### config.mk
export PLATFORM = sky130hd
export DESIGN_NAME = tff_updown_counter
export DESIGN_NICKNAME = d
export VERILOG_FILES = /design/src/rtl/tff_updown_counter.sv
export SDC_FILE = /design/constraint.sdc
export NUM_CORES = 1
export LEC_CHECK = 0
export ABC_CLOCK_PERIOD_IN_PS = 1500
export CELL_PAD_IN_SITES_DETAIL_PLACEMENT = 0
export CELL_PAD_IN_SITES_GLOBAL_PLACEMENT = 1
export CORE_MARGIN = 4
export CORE_UTILIZATION = 26
export DETAILED_ROUTE_END_ITERATION = 10
export GPL_TIMING_DRIVEN = 0
export HOLD_SLACK_MARGIN = 0.05
export PLACE_DENSITY = 0.83
export SKIP_LAST_GASP = 1
export SYNTH_ARGS = -nofsm -noshare
export SYNTH_HDL_FRONTEND = slang
export SYNTH_SLANG_ARGS = --single-unit
### constraint.sdc
create_clock -name clk -period 1.5 [get_ports clk]
set_input_delay 0.225 -clock clk [delete_from_list [all_inputs] [get_ports clk]]
set_output_delay 0.225 -clock clk [all_outputs]
set_load 0.01 [all_outputs]
### src/rtl/tff_updown_counter.sv
// Modulo-MOD up/down counter whose bits are T flip-flops driven by a toggle vector.
// Registered terminal-count pulse on wrap and a sticky wrap flag with synchronous clear.
module tff_updown_counter #(
  parameter int WIDTH = 4,
  parameter int MOD   = 10
) (
  input  logic             clk,
  input  logic             rst,
  input  logic             en,
  input  logic             up,
  input  logic             load,
  input  logic [WIDTH-1:0] din,
  input  logic             clr_ovf,
  output logic [WIDTH-1:0] q,
  output logic [WIDTH-1:0] qn,
  output logic             tc,
  output logic             ovf
);

  localparam logic [WIDTH-1:0] MAX = WIDTH'(MOD - 1);

  logic [WIDTH-1:0] q_q, q_d;
  logic             tc_q, tc_d;
  logic             ovf_q, ovf_d;

  logic [WIDTH-1:0] t;
  logic [WIDTH-1:0] t_up, t_dn;
  logic [WIDTH-1:0] load_val;
  logic             all_ones, all_zeros;
  logic             wrap;

  // Ripple-style toggle terms: bit i toggles when all lower bits are 1 (up) or 0 (down).
  always_comb begin
    t_up      = '0;
    t_dn      = '0;
    all_ones  = 1'b1;
    all_zeros = 1'b1;
    for (int i = 0; i < WIDTH; i++) begin
      t_up[i]   = all_ones;
      t_dn[i]   = all_zeros;
      all_ones  = all_ones & q_q[i];
      all_zeros = all_zeros & ~q_q[i];
    end
  end

  always_comb begin
    t        = '0;
    wrap     = 1'b0;
    load_val = (din > MAX) ? MAX : din;
    if (load) begin
      t = q_q ^ load_val;
    end else if (en) begin
      if (up) begin
        if (q_q >= MAX) begin
          t    = q_q;
          wrap = 1'b1;
        end else begin
          t = t_up;
        end
      end else begin
        if (q_q == '0) begin
          t    = MAX;
          wrap = 1'b1;
        end else begin
          t = t_dn;
        end
      end
    end
  end

  // A wrap on the same edge as clr_ovf keeps the flag set.
  always_comb begin
    q_d   = q_q ^ t;
    tc_d  = wrap;
    ovf_d = ovf_q;
    if (clr_ovf) ovf_d = 1'b0;
    if (wrap)    ovf_d = 1'b1;
  end

  always_ff @(posedge clk or posedge rst) begin
    if (rst) begin
      q_q   <= '0;
      tc_q  <= 1'b0;
      ovf_q <= 1'b0;
    end else begin
      q_q   <= q_d;
      tc_q  <= tc_d;
      ovf_q <= ovf_d;
    end
  end

  assign q   = q_q;
  assign qn  = ~q_q;
  assign tc  = tc_q;
  assign ovf = ovf_q;

endmodule
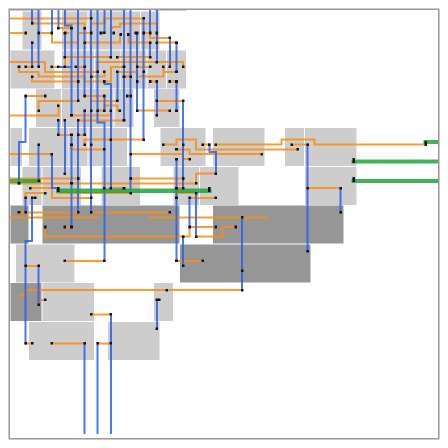
detail.png
Region (18, 0) to (48, 30) um. Cells in grey, sequential cells in the stronger grey; small squares are vias.
| layer | colour |
|---|---|
| metal 1 | orange |
| metal 3 | green |
| metal 2 | blue |
sequential cells in the window: 3
cells with their middle in the window: 35
most frequent: clkdlybuf4s50_1 (5), inv_1 (4), nor2_1 (4)

==> Changelog: implementation <==
### Implementation results

- Dominant kind of combinational cell: AND-OR/OR-AND gates
- Detail Route met2 WL: 529 um
- PwrDens: 857 nW/um2
- Die height: 48.3 um
- CP arrival: 1240 ps
- Vias in the first global route: 422
- P_int: 402 uW
- Critical path class: flip-flop to primary output
- Placed cell count: 89
- Worst flop-to-flop path startpoint: q[1]
- Net Count, Synth: 65
- Wire length on met1: 560 um
- Share of layout cells above drive strength 1: 0.190
- Cell total in the yosys stat output: 55
- DP Worst Slack: -98.6 ps
- Core area: 1520 um2
- Most used logic cell in the final layout: clkdlybuf4s50_1
- Vias: 474
- IO Pins: 20
- Max incr delay on CP: 560 ps
- RSZ-0062 raised after global routing: yes
- Adder Share, Synth: 0
- H-Tree Depth: 1
- Top area contributor share: 0.355
- Hold Buf Count CTS: 0
- CP max-delay cell: clkdlybuf4s50_1
- Registers, synthesis: 6
- Total CTS buffers: 3
- Minimum clock period: 1460 ps
- Clk Tree Root Cell: clkbuf_4
- Count of tool warnings: 27
- Max Root-Sink Buffers: 2
- Fmax: 0.684 GHz
- Chip area in the Yosys report: 423 um2
- Setup bufs post-CTS: 1
- Die W: 48.3 um
- Crit-path cells: clkdlybuf4s50_1
- Status: complete, no violations
- PostCTS Resize Cnt: 6
- CTS tree: built
- Buf+Inv Stages, Crit Path: 1
- Row Count: 14
- Pin count of the biggest net entering global routing: 11
- Global placement routability congestion: 0.755
- Slew Limit Fails: 0
- GR Util All Layers: 0.0940
- Total Nets Final: 91
- DR iter-0 viols: 24
- Mux contribution to synthesized area: 0
- Synth warnings: 0
- Crit path to: q[0]
- Cell depth of the worst setup path: 1
- Antenna diodes: 0
- Gate power share: 0.421
- Avg Cell Area, Syn: 7.69 um2
- Total gr overflow: 0
- Synth Seq Share: 0.355
- Register-to-register setup slack: 40 ps
- Peak supply drop: 0.709 mV
- Switching part of the total: 0.315
- Top Layout Cells: clkdlybuf4s50_1 (14), inv_1 (8), nor2_1 (6)
- Area contributors post-synth: dfrtp_1 (36%), inv_1 (8.0%), nor2_1 (5.3%)
- Final worst-path cycle share: 0.975
- Number of port buffers: 18
- Clock network fraction of design power: 0.243
- Clock skew: 6.20 ps
- Hold Crit Class: input port to async pin
- Met3 WL: 72 um
- Synthesized area: 423 um2
- Vias per inst: 4.99
- Die ar.: 2340 um2
- CTS sink count: 6
- Max_cap viols: 0
- Crit. End Element: primary output
- WL/cell: 12.2 um
- Power share of the sequential group: 0.336
- Distinct lib cells: 25
- Synth area leader: dfrtp_1
- Least-Margin Pin Slew: 316 ps
- Register-to-Register Path Depth: 5
- Post-synthesis simple-gate area fraction: 0.195
- DRT Pass-1 Iters: 5
- Xor+xnor area frac: 0
- Post-route ant nets: 0
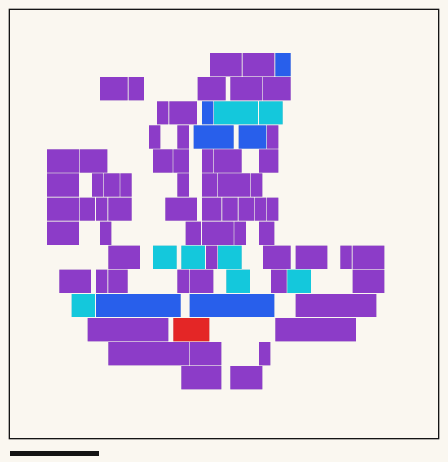
sizes.png
Scale bar: 10 um.
| size | colour | cells |
|---|---|---|
| _2 cells | blue | 6 |
| _0 and _1 cells | purple | 64 |
| _3 and _4 cells | cyan | 8 |
| _6 and larger | red | 1 |
Design Area, Final: 686 um2
bufs w/o clock: 24
slack of the critical path: 37.4 ps
synthesis-to-layout area growth: 62.1%

[worst min path at each step]
| stage | startpoint | end | depth (start not counted) |
|---|---|---|---|
| final | rst | ovf | 2 |
| after global placement | rst | q[2] | 2 |
| after CTS | rst | ovf | 2 |
| after floorplan | rst | ovf | 1 |
| after detailed placement | rst | q[2] | 2 |
| after global routing | rst | ovf | 2 |
[state kept, by name, indices dropped and copies added (netlist names)]
name	count
q	4
ovf	1
tc	1
[per-layer routing]
layer,vias up,global-route usage
li1,246,-
met1,215,0.110
met2,13,0.159
met3,0,0.0521
met4,0,0
met5,-,0
[per-stage QoR]
| stage | setup TNS (ps) | area, um2 | utilization |
|---|---|---|---|
| final | 0 | 686 | 0.450 |
| after global routing | -21.3 | 686 | 0.450 |
| after CTS | 0 | 652 | 0.428 |
| after detailed placement | -189 | 623 | 0.409 |
| after global placement | -211 | 623 | 0.409 |
| after floorplan | 0 | 423 | - |
[synth_stat cells, drive strengths merged]
library cell,instances
nor3,2
nor2,6
o211a,1
clkbuf,1
nand2b,1
o311a,1
o2bb2ai,1
a311oi,1
o31ai,1
a31oi,1
o32ai,1
nor2b,1
inv,9
nand2,5
or4b,1
buf,2
o21ai,5
a211oi,1
nand4b,1
a222oi,1
o22ai,2
a21oi,4
dfrtp,6
[area by class of cell]
cell class,instances,area (um2)
Sequential cell,6,153
Tap cell,16,20.0
Clock buffer,3,22.5
Fill cell,159,838
Buffer,3,23.8
Multi-Input combinational cell,37,231
Inverter,9,33.8
Timing Repair Buffer,21,201
[power by group through the flow]
| stage | sequential [uW] | combinational, uW | clock [uW] |
|---|---|---|---|
| floorplan | 206 | 110 | 0 |
| global placement | 201 | 227 | 0 |
| detailed placement | 201 | 226 | 0 |
| CTS | 197 | 228 | 148 |
| global route | 199 | 269 | 159 |
| finish | 197 | 247 | 143 |
Power and IR drop assume default switching activity.
